==> config.mk <==
export PLATFORM = sky130hd
export DESIGN_NAME = execute_stage
export DESIGN_NICKNAME = d
export VERILOG_FILES = /design/src/rtl/execute_stage.sv
export SDC_FILE = /design/constraint.sdc
export NUM_CORES = 1
export LEC_CHECK = 0
export CAP_MARGIN = 40
export CORE_MARGIN = 2
export CORE_UTILIZATION = 45
export DETAILED_ROUTE_END_ITERATION = 10
export PLACE_DENSITY = 0.74
export RECOVER_POWER = 25
export SETUP_SLACK_MARGIN = 0.02
export SLEW_MARGIN = 0
export SYNTH_ARGS = -nofsm -noshare
export SYNTH_HDL_FRONTEND = slang
export SYNTH_SLANG_ARGS = --single-unit
==> constraint.sdc <==
create_clock -name clk -period 4.8 [get_ports clk]
set_input_delay 0.48 -clock clk [delete_from_list [all_inputs] [get_ports clk]]
set_output_delay 0.48 -clock clk [all_outputs]
set_load 0.05 [all_outputs]
==> images/m3.png <==
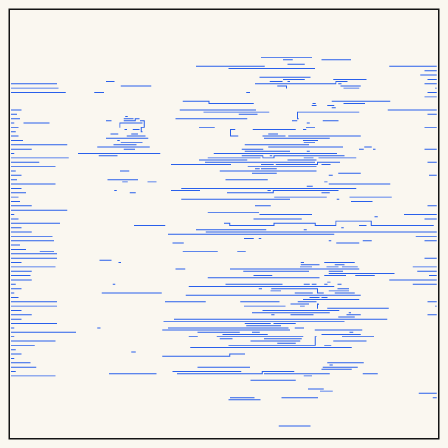
longest straight run = 71.8 um
main direction = horizontal
wire length on this layer = 3190 um
met3 Use GR: 9.09%
via total after detailed routing: 8641
DRT Wirelength: 28100 um

==> images/congestion_map.png <==
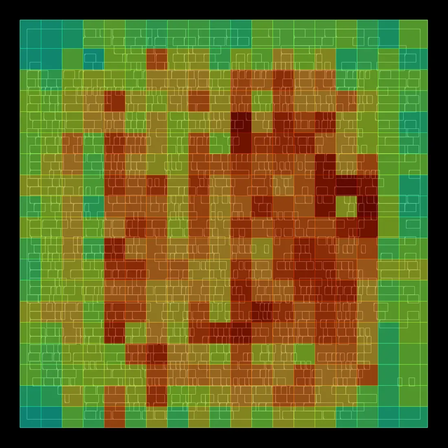
GR Layer Usage met1: 40.0%
utilization of the core after routing: 60.9%
highest-utilization routing layer at the global route stage: met2

==> images/ff_map.png <==
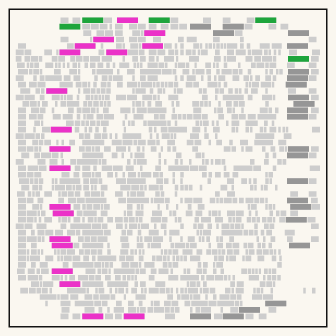
`WriteDataM` -> magenta  # flops 19
`RDM` -> green  # flops 5
reported sequential group power: 0.444 mW
register area: 1180 sq um
share of the final layout cell area in sequential cells: 11.7%

==> images/layers.png <==
Two of the layers only.
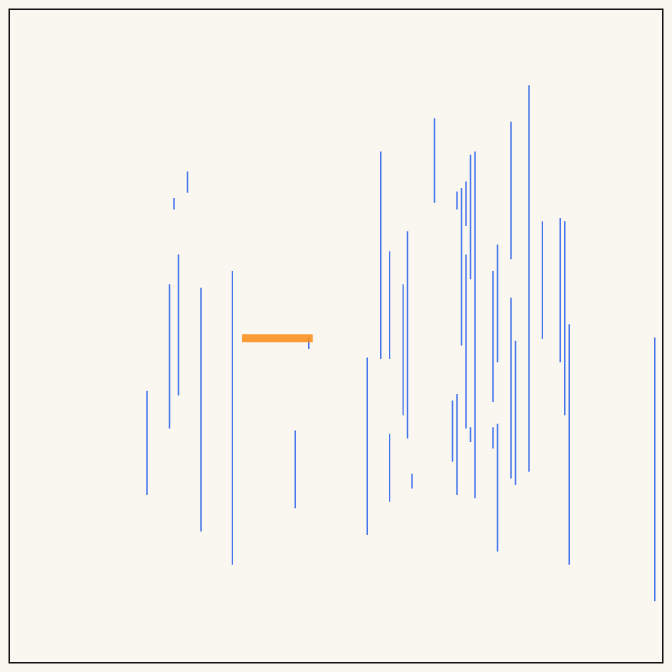
M4 -> blue  # wire length 1070 um
M5 -> orange  # wire length 12.9 um
routed len/inst: 19.9 um
global router's overall resource usage: 30.9%

==> images/pinout.png <==
Pins as bars across the die edge, other pins in grey.
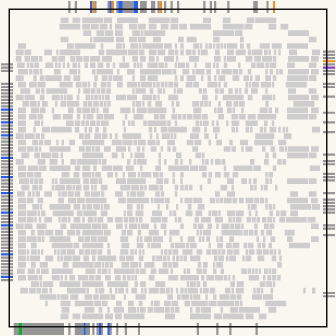
`RD2E` -> blue  # pins 19, direction input, edge 10 left, 6 top, 3 bottom
`RDM` -> orange  # pins 5, direction output, edge 4 top, 1 right
`MemWriteE` -> purple  # pins 1, direction input, edge right
`ForwardBE` -> green  # pins 2, direction input, edge bottom
all pins by edge = 65 left, 44 bottom, 36 top, 31 right
number of buffers inserted by port buffering: 152
Vert. Die Dim: 134 um
width of the die: 134 um

==> results.txt <==
The flow completed. The report lists the number of standard-cell rows as 47. The most common logic cell in the final layout is clkdlybuf4s50_1. Per the gpl log, the routability congestion estimate is 0.985. Max-slew check failures listed in the final report amount to around 48. Count of flip-flops with a built-in enable after synthesis landed at 0. Total number of yosys warnings landed at 0.

The library cells used most frequently in the layout, excluding fill and tap cells, are clkdlybuf4s50_1, nor2_1, inv_1, nand2_1, ha_1. Unique cell type count in the Yosys netlist landed at roughly 74. Sequential element share of the synthesized area landed at between 15 and 20%. Global-route wire length before repair landed at 43300 um. The checks that failed: max-capacitance violations, max-slew violations. Per the finish-stage timing summary, setup violations number 0. Routed length on met2 landed at roughly 12000 um.

The synthesized instance count is 1007. In this run the top signal layer used is met5. Worst endpoint required time landed at 4.32 ns. The worst setup path is captured at an output pin. Share of post-route cells with drive strength above 1 landed at approximately 12%.

Per the slew report, the remaining headroom to the max-slew limit stands at -71.4%. The first detailed-routing pass ran for 9 iterations. Derived from the worst setup path, the maximum achievable clock frequency is around 210 MHz. The initial antenna violation count is 1. For this run, design rule violations remaining after detail routing come to 0.

Transition time of the tightest slew-check pin landed at 2.57 ns. The flow ran to the end, but the final reports show violations. The report gives the cell count of the worst hold path as 1. The synthesized design contains 47 register bits.

The script computed a power per unit cell area of 231 nW/um^2. On the worst setup and hold paths after CTS, the clock-pin slew comes to 0.07 ns. Area added between synthesis and finish landed at 32.9%. Number of DRC violations after detailed-routing iteration 0 landed at 926. Boundary pin count landed at 176. Clock tree synthesis selected as its root buffer the cell clkbuf_16. Depth of the CTS H-tree landed at 2.

IR analysis of the VDD net gives a maximum drop of about 0.14 mV. The CTS report gives the tree buffer count as 5. The synthesis report names the predominant flop master as dfrtp_1.

Total cells reported by yosys after synthesis landed at 1007. Total nets after synthesis landed at 1216. The number of clock sinks came to 47.

Each instance of the synthesized netlist takes up on average 7.50 sq um. Across the run, the number of max-cap violations was 1. In this run the cell area measured after placement is 9640 sq um. According to the dpl log, the detail-placed design has an HPWL of 22100 um. Total congestion overflow after global routing landed at 0.

Max fanout on the critical path was recorded as 8. The min-delay analysis places its worst path in the category input port to flop. Met3 layer wire length in the routed design landed at between 3000 and 4000 um. For this run, asynchronously set or reset flops after synthesis account for 100%. With fillers left out, the area of the finished cells amounts to 10000 sq um. STA classifies the critical path startpoint as an input port. For this run, the detailed router reports a per-instance via density of 6.12. The number of antenna diodes in the final layout is 0. The most critical hold endpoint after final layout shows a slack of 0.442 ns.
[per-layer routing]
metal,global-route usage (%),vias to the layer above
li1,-,4070
met1,40.0,3973
met2,48.5,514
met3,9.09,82
met4,12.5,2
met5,0,-
[worst max-delay path, cell delays in order]
cell and delay [ns]:
clkdlybuf4s50_1 0.55, ha_2 0.49, a21oi_1 0.10, nor2b_1 0.16
a21oi_1 0.16, o21ai_1 0.09, a21oi_1 0.14, nor2_1 0.07
fa_1 0.51, nand2_1 0.08, nor4_2 0.31, o2111ai_1 0.16
nor3_1 0.15, and4_1 0.26, a41oi_2 0.12, a211o_1 0.28
buf_12 0.16
[timing repair]
action                                  4_1_cts  5_1_grt
setup buffers                                 3        5
gates cloned                                  0        0
endpoints found under the setup margin        1        1
pin swaps                                    19       21
resized                                      27       38
[kinds of logic after synthesis]
group | Yosys count | share of synthesized area, %
AOI/OAI and AO/OA | 340 | 30.7
xor gates and xnor gates | 22 | 2.55
adders and majority gates | 96 | 16.4
buffers and inverters | 149 | 7.82
DFF | 47 | 15.6
muxes | 49 | 8.70
and+or+nand+nor | 304 | 18.3
[cell type report]
cell class,instances,area [sq um]
repair buffers,227,2080
inverters,98,370
clock buffers,6,139
clock inverters,2,16.3
multi-input cells,811,5970
well taps,220,275
flip-flops and latches,47,1180
fillers,1513,6430
[synthesized netlist by cell type (4+ instances only)]
master	count	area share, %
o2111ai_1	6	0.70
a31oi_1	14	1.2
dfrtp_1	47	16
o21ai_0	58	3.8
a211oi_1	15	1.5
a221oi_1	10	1.2
and3_1	5	0.41
nor2_1	108	5.4
buf_2	8	0.53
o21a_1	26	2.6
a21boi_0	5	0.50
xnor2_1	16	1.9
o221ai_1	10	1.2
nor2b_1	10	0.83
nor4_1	6	0.50
or3_1	10	0.83
nor3_1	33	2.2
ha_1	91	15
a311oi_1	4	0.46
fa_1	5	1.3
and2_1	7	0.58
a21oi_1	79	5.2
a21o_1	12	1.2
nand3_1	18	1.2
mux4_2	10	3.0
a222oi_1	8	1.1
o221a_2	4	0.60
nand2b_1	12	0.99
o21bai_1	8	0.80
xor2_1	6	0.70
clkbuf_1	37	1.8
inv_1	95	4.7
a22oi_1	5	0.50
o211ai_1	16	1.6
o31ai_1	8	0.80
nand2_1	81	4.0
o22ai_1	17	1.4
mux2i_1	36	4.8
[metrics by stage]
| stage | power, mW | instances | util (%) | worst slack (ns) |
|---|---|---|---|---|
| 3_3_place_gp | 1.87 | 1395 | 58.5 | -0.276 |
| 3_5_place_dp | 1.88 | 1396 | 58.5 | -0.405 |
| 2_1_floorplan | 1.38 | 1007 | - | 0.490 |
| 6_report | 2.31 | 1411 | 60.9 | 0.0619 |
| 4_1_cts | 2.28 | 1406 | 60.1 | 0.0281 |
| 5_1_grt | 2.44 | 1411 | 60.9 | -0.0644 |
[report_power, final]
group / switching, mW / leakage (nW) / internal, mW
Combinational: 0.917 / 3.84 / 0.566
Clock: 0.176 / 0.0731 / 0.209
Sequential: 0.00915 / 0.559 / 0.435
Total: 1.10 / 4.47 / 1.21
No activity file was given, so power comes from the tool's default toggle rates.
